### src/rtl/can_rx_fifo_reader.sv
// Read side of the CAN RX FIFO: pops one message, buffers it, and streams it
// to the host as WORD_W-bit words over a valid/ready handshake.
//
// state | meaning
// ------+-------------------------------------------------------------
// IDLE  | no message held; pops the FIFO when it is non-empty
// WAIT  | pop issued; counting down the FIFO read latency
// SEND  | buffer captured; presenting words, word 0 = most significant
module can_rx_fifo_reader #(
    parameter int DATA_W     = 128,
    parameter int WORD_W     = 32,
    parameter int RD_LATENCY = 1,
    parameter int CNT_W      = 8,
    localparam int N_WORDS   = DATA_W / WORD_W,
    localparam int IDX_W     = (N_WORDS > 1) ? $clog2(N_WORDS) : 1
) (
    input  logic              i_sys_clk,
    input  logic              i_reset_n,
    input  logic              i_rx_empty,
    output logic              o_rx_r_en,
    input  logic [DATA_W-1:0] i_rx_fifo_r_data,
    input  logic              i_flush,
    output logic              o_word_valid,
    input  logic              i_word_ready,
    output logic [WORD_W-1:0] o_word_data,
    output logic [IDX_W-1:0]  o_word_idx,
    output logic              o_word_last,
    output logic [CNT_W-1:0]  o_msg_count,
    output logic              o_busy
);

    localparam int LAT_W = 3;

    typedef enum logic [1:0] {
        ST_IDLE,
        ST_WAIT,
        ST_SEND
    } state_t;

    state_t              state_q, state_d;
    logic [LAT_W-1:0]    lat_q, lat_d;
    logic [IDX_W-1:0]    idx_q, idx_d;
    logic [DATA_W-1:0]   buf_q, buf_d;
    logic [CNT_W-1:0]    cnt_q, cnt_d;
    logic                pop;
    logic                idx_is_last;
    logic [WORD_W-1:0]   word_sel;

    assign idx_is_last = (idx_q == IDX_W'(N_WORDS - 1));

    // State, latency timer, word index, buffer and message counter registers.
    always_ff @(posedge i_sys_clk) begin
        if (!i_reset_n) begin
            state_q <= ST_IDLE;
            lat_q   <= '0;
            idx_q   <= '0;
            buf_q   <= '0;
            cnt_q   <= '0;
        end else begin
            state_q <= state_d;
            lat_q   <= lat_d;
            idx_q   <= idx_d;
            buf_q   <= buf_d;
            cnt_q   <= cnt_d;
        end
    end

    // Next-state logic; flush overrides every other event, including the last handshake.
    always_comb begin
        state_d = state_q;
        lat_d   = lat_q;
        idx_d   = idx_q;
        buf_d   = buf_q;
        cnt_d   = cnt_q;
        pop     = 1'b0;
        if (i_flush) begin
            state_d = ST_IDLE;
            idx_d   = '0;
        end else begin
            case (state_q)
                ST_IDLE: begin
                    if (!i_rx_empty) begin
                        pop     = 1'b1;
                        lat_d   = LAT_W'(RD_LATENCY);
                        state_d = ST_WAIT;
                    end
                end
                ST_WAIT: begin
                    if (lat_q == LAT_W'(1)) begin
                        buf_d   = i_rx_fifo_r_data;
                        idx_d   = '0;
                        state_d = ST_SEND;
                    end else begin
                        lat_d = lat_q - LAT_W'(1);
                    end
                end
                ST_SEND: begin
                    if (i_word_ready) begin
                        if (idx_is_last) begin
                            cnt_d   = cnt_q + CNT_W'(1);
                            idx_d   = '0;
                            state_d = ST_IDLE;
                        end else begin
                            idx_d = idx_q + IDX_W'(1);
                        end
                    end
                end
                default: begin
                    state_d = ST_IDLE;
                    idx_d   = '0;
                end
            endcase
        end
    end

    // Word mux: word 0 is the top slice of the buffer (ID/control first).
    always_comb begin
        word_sel = '0;
        for (int i = 0; i < N_WORDS; i++) begin
            if (idx_q == IDX_W'(i)) begin
                word_sel = buf_q[DATA_W-1-i*WORD_W -: WORD_W];
            end
        end
    end

    // Pop is held off while reset is asserted so the FIFO is not drained during reset.
    assign o_rx_r_en    = pop && i_reset_n;
    assign o_word_valid = (state_q == ST_SEND);
    assign o_word_data  = word_sel;
    assign o_word_idx   = idx_q;
    assign o_word_last  = (state_q == ST_SEND) && idx_is_last;
    assign o_msg_count  = cnt_q;
    assign o_busy       = (state_q != ST_IDLE);

endmodule
### config.mk
export PLATFORM = sky130hd
export DESIGN_NAME = can_rx_fifo_reader
export DESIGN_NICKNAME = d
export VERILOG_FILES = /design/src/rtl/can_rx_fifo_reader.sv
export SDC_FILE = /design/constraint.sdc
export NUM_CORES = 1
export LEC_CHECK = 0
export CORE_MARGIN = 4
export CORE_UTILIZATION = 49
export DETAILED_ROUTE_END_ITERATION = 8
export PLACE_DENSITY = 0.91
export SLEW_MARGIN = 30
export SYNTH_ARGS = -nofsm -noshare
export SYNTH_HDL_FRONTEND = slang
export SYNTH_SLANG_ARGS = --single-unit
### constraint.sdc
create_clock -name i_sys_clk -period 2.1 [get_ports i_sys_clk]
set_input_delay 0.42 -clock i_sys_clk [delete_from_list [all_inputs] [get_ports i_sys_clk]]
set_output_delay 0.42 -clock i_sys_clk [all_outputs]
set_load 0.05 [all_outputs]
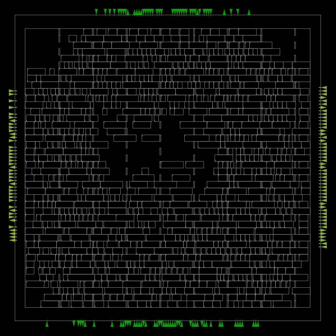
placement.png
flop share of the area: 28.2%
Flops: 143
count of inserted tapcells: 176

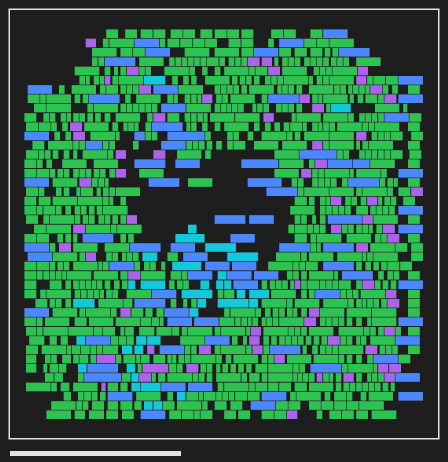
sizes.png
The bar under the picture is 50 um long.
legend:
  cyan:
    size: _3 and _4 cells
    cells: 35
    share: 3.3%
  blue:
    size: _6 and larger
    cells: 82
    share: 7.8%
  green:
    size: _0 and _1 cells
    cells: 864
    share: 83%
  purple:
    size: _2 cells
    cells: 66
    share: 6.3%
minimum setup slack in the final design: -0.239 ns
area added between synthesis and finish: 51.2%

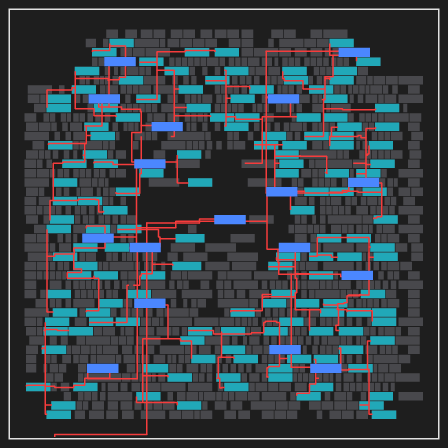
clk_routes.png
legend:
  cyan:
    item: flip-flops
    count: 143
  blue:
    item: clock drivers
    count: 17
  red:
    item: clock wires
    length: 1720 um
flops lie: spread over the die

==> notes.md <==
Results of the implementation run.

The wire length of the first global-routing pass is between 30000 and 40000 um. The number of buffers inserted by hold repair at cts is 0. The share of total power in combinational logic is 9.6%. In the final routed layout, each cell accounts on average for just under 20 um. The clock transition at the registers of the reported paths is roughly 0.060 ns. The final reports fail on negative setup slack. The number of logic gates is 619. The clock-cell share of area came out at 6.08%. The non-clock buffer instance count of the final layout is between 200 and 250. The placement report lists the number of port buffers as 178. The library cell used as clock root buffer is sky130_fd_sc_hd__clkbuf_16. For this design the ratio of total power to cell area is 645 nW/um^2.

The global router reports that the layer with the highest usage is met2. Looking at the gate-level netlist, the highest instance count belongs to sky130_fd_sc_hd__a21oi_1. The global routing met2 resource utilization is between 40% and 50%. The final critical path takes up 111% of the cycle. In this run the tools logged warnings totalling 32.

The total global-route track usage is 27.8%. The floorplan die height came out at between 100 and 150 um. In this run the maximum-capacitance check reported violations numbering 0. Setup violations remaining at the end of the flow were counted as 33. The remaining global-route overflow came out at 0. The path type of the worst min-delay path is flip-flop to flip-flop.

The number of antenna-violating nets in the routed design came out at 0. The core box area is around 13000 um^2. The register bit count reported by yosys came out at about 140.

The detailed placement HPWL came out at ~13000 um. The number of DRC violations after detailed routing came out at 0. The number of H-tree levels is 4. The minimum hold slack came out at 0.474 ns. The fmax came out at 0.428 GHz. The number of global-route vias before repair came to 7243. The maximum clock insertion buffer count came out at 2. The I/O pin count came out at about 180.

The total power came out at 0.00657 W. The count of yosys warnings during synthesis is 0. The floorplan utilization is 50.5%. The cell-mix breakdown from Yosys lists the adder-cell area share as 1.30%. The cell total after placement came out at between 1000 and 1500. Clock skew on the completed layout was measured at 0.00766 ns. The critical path data arrival time is about 1.9 ns. The layout has 884 filler cells. The leakage power summed over all cells came out at roughly 3.4 nW. The global routing met3 resource utilization is under 10%. Setup repair after global routing could not meet its margin everywhere. The synthesized area came out at 6740 um^2. The clock buffers instantiated in the layout total 21.

The number of failing hold endpoints at the final stage came out at 0. The share of async-settable or async-resettable flops after synthesis came out at 0%. The initial antenna violation count is 0. The script extracted a net switching power of about 0.0015 W. The sequential cell area in the final layout is 2870 um^2. The worst setup path is launched from a flip-flop. The net count of the finished layout came out at 1175. Per the post-synthesis report, the nets total approximately 1000.

The tally of non-filler cells in the final layout came out at 1223. The fraction of the mapped netlist area in compound gates came out at approximately a third. The part of the Yosys area used for sequential elements is between 40% and 50%. At the end of routability-driven placement, the weighted congestion stood at 0.811. The xor/xnor cell area share of the yosys netlist is 0%.

The total negative slack for setup checks came out at -5.37 ns. Cells fill about three quarters of the core in the end. Per the detail_route report, vias per standard cell equal 6.24. Yosys shows that the main logic family after synthesis is AND-OR/OR-AND gates. Per the detailed placement report, the placed cell area equals 9180 um^2. The transition time recorded at the tightest slew-check pin is about 0.54 ns. The number of placement rows came out at around 42. The critical path is of the flip-flop to primary output type.

The met1 track demand over resource is roughly 34%. The layout cell share with drive strength beyond 1 is 17.5%. The worst-case setup slack after placement came out at 0.141 ns.

The number of standard cells reported by yosys came out at between 800 and 900. The fraction of synthesized cell area taken by the top area cell type came out at between 40% and 50%. The final layout contains routed wiring with a total length of between 20000 and 25000 um.

The post-route cell area is 10200 um^2. Per the layout area report, the combinational gate area comes to 3600 um^2. The multi-input gate share of total cell area is 35.3%. The flow ran to the end, but the final reports show violations.

The maximum VDD drop came out at between 0.0004 and 0.0005 V. The worst slew margin relative to its limit came out at 63.9%. The script computed the net switching share of total power as between 20 and 25%. The biggest slice of the area belongs to multi-input combinational cells.

Once routing completed, OpenROAD measured the worst setup slack at -0.239 ns. The sequential share of power came out at around two fifths. TritonCTS built the clock tree. The required time of the critical path is about 1.7 ns.

The clock network latency to the later pin of the worst-skew pair came out at 0.42 ns. The number of distinct standard cells referenced by the synthesized netlist is 38. The overall die size recorded for this design is ~16000 um^2. The number of clock buffers added by TritonCTS is 17.
==> layer usage <==
layer	wire length, um	part of all wire, %	vias up
li1	-	-	3497
met1	8970	38	3532
met2	11800	49	509
met3	2190	9.2	95
met4	901	3.8	0
met5	0	0	-
==> timing repair <==
action	CTS	global route
gates resized	48	38
endpoints found under the hold margin	0	0
buffers inserted	5	2
pin swaps	4	1
endpoints found under the setup margin	37	36
gates cloned	2	3
==> kinds of logic after synthesis <==
| logic type | count (synthesis) |
|---|---|
| AOI/OAI and AO/OA | 410 |
| adders and majority gates | 7 |
| buffers and inverters | 137 |
| DFF | 143 |
| and+or+nand+nor | 202 |
==> cell usage in the layout, fill, tap and decap left out, types with 4 or more instances in the layout <==
cell                              instances
sky130_fd_sc_hd__a21oi_1                172
sky130_fd_sc_hd__a21oi_2                 28
sky130_fd_sc_hd__a22o_2                  28
sky130_fd_sc_hd__buf_12                  53
sky130_fd_sc_hd__buf_4                   15
sky130_fd_sc_hd__bufinv_16                4
sky130_fd_sc_hd__clkbuf_16               20
sky130_fd_sc_hd__clkdlybuf4s50_1        134
sky130_fd_sc_hd__dfxtp_1                140
sky130_fd_sc_hd__dlygate4sd2_1            5
sky130_fd_sc_hd__ha_4                     4
sky130_fd_sc_hd__inv_1                   35
sky130_fd_sc_hd__inv_4                    4
sky130_fd_sc_hd__nand2_1                 35
sky130_fd_sc_hd__nand2b_1                 4
sky130_fd_sc_hd__nand3_1                130
sky130_fd_sc_hd__nand4b_1                 4
sky130_fd_sc_hd__o21ai_0                106
sky130_fd_sc_hd__o21ai_1                 57
sky130_fd_sc_hd__o31ai_1                  4
sky130_fd_sc_hd__or4_1                    4
==> critical path: stages (launching register included) <==
cell and delay [ns]:
sky130_fd_sc_hd__dfxtp_4 0.39, sky130_fd_sc_hd__inv_4 0.06, sky130_fd_sc_hd__ha_4 0.18, sky130_fd_sc_hd__buf_12 0.13, sky130_fd_sc_hd__buf_16 0.16, sky130_fd_sc_hd__a21oi_2 0.21, sky130_fd_sc_hd__a22o_2 0.22, sky130_fd_sc_hd__buf_12 0.14
==> power by group through the flow <==
stage	clock network (W)	logic, W	registers [W]
2_1_floorplan	0	0.000236	0.00280
3_3_place_gp	0	0.000605	0.00281
3_5_place_dp	0	0.000606	0.00281
4_1_cts	0.00321	0.000615	0.00275
5_1_grt	0.00333	0.000662	0.00275
6_report	0.00319	0.000630	0.00275
==> worst paths after layout <==
check                                                 from                          end  slack [ns]  depth (start not counted)
worst max register to register  o_word_idx[0]$_SDFFE_PP0P_  o_msg_count[6]$_SDFFE_PN0P_        0.16                          7
worst min-delay path                 buf_q[2]$_SDFFE_PN0P_        buf_q[2]$_SDFFE_PN0P_        0.47                          2
worst max-delay path            o_word_idx[0]$_SDFFE_PP0P_              o_word_data[22]       -0.24                          7
worst min register to register       buf_q[2]$_SDFFE_PN0P_        buf_q[2]$_SDFFE_PN0P_        0.47                          2
==> registers in the layout, indices dropped and copies added, names as in the netlist <==
name and count:
buf_q 128, o_word_idx 2, lat_q 3, state_q 2
o_msg_count 8
Power and IR drop assume default switching activity.
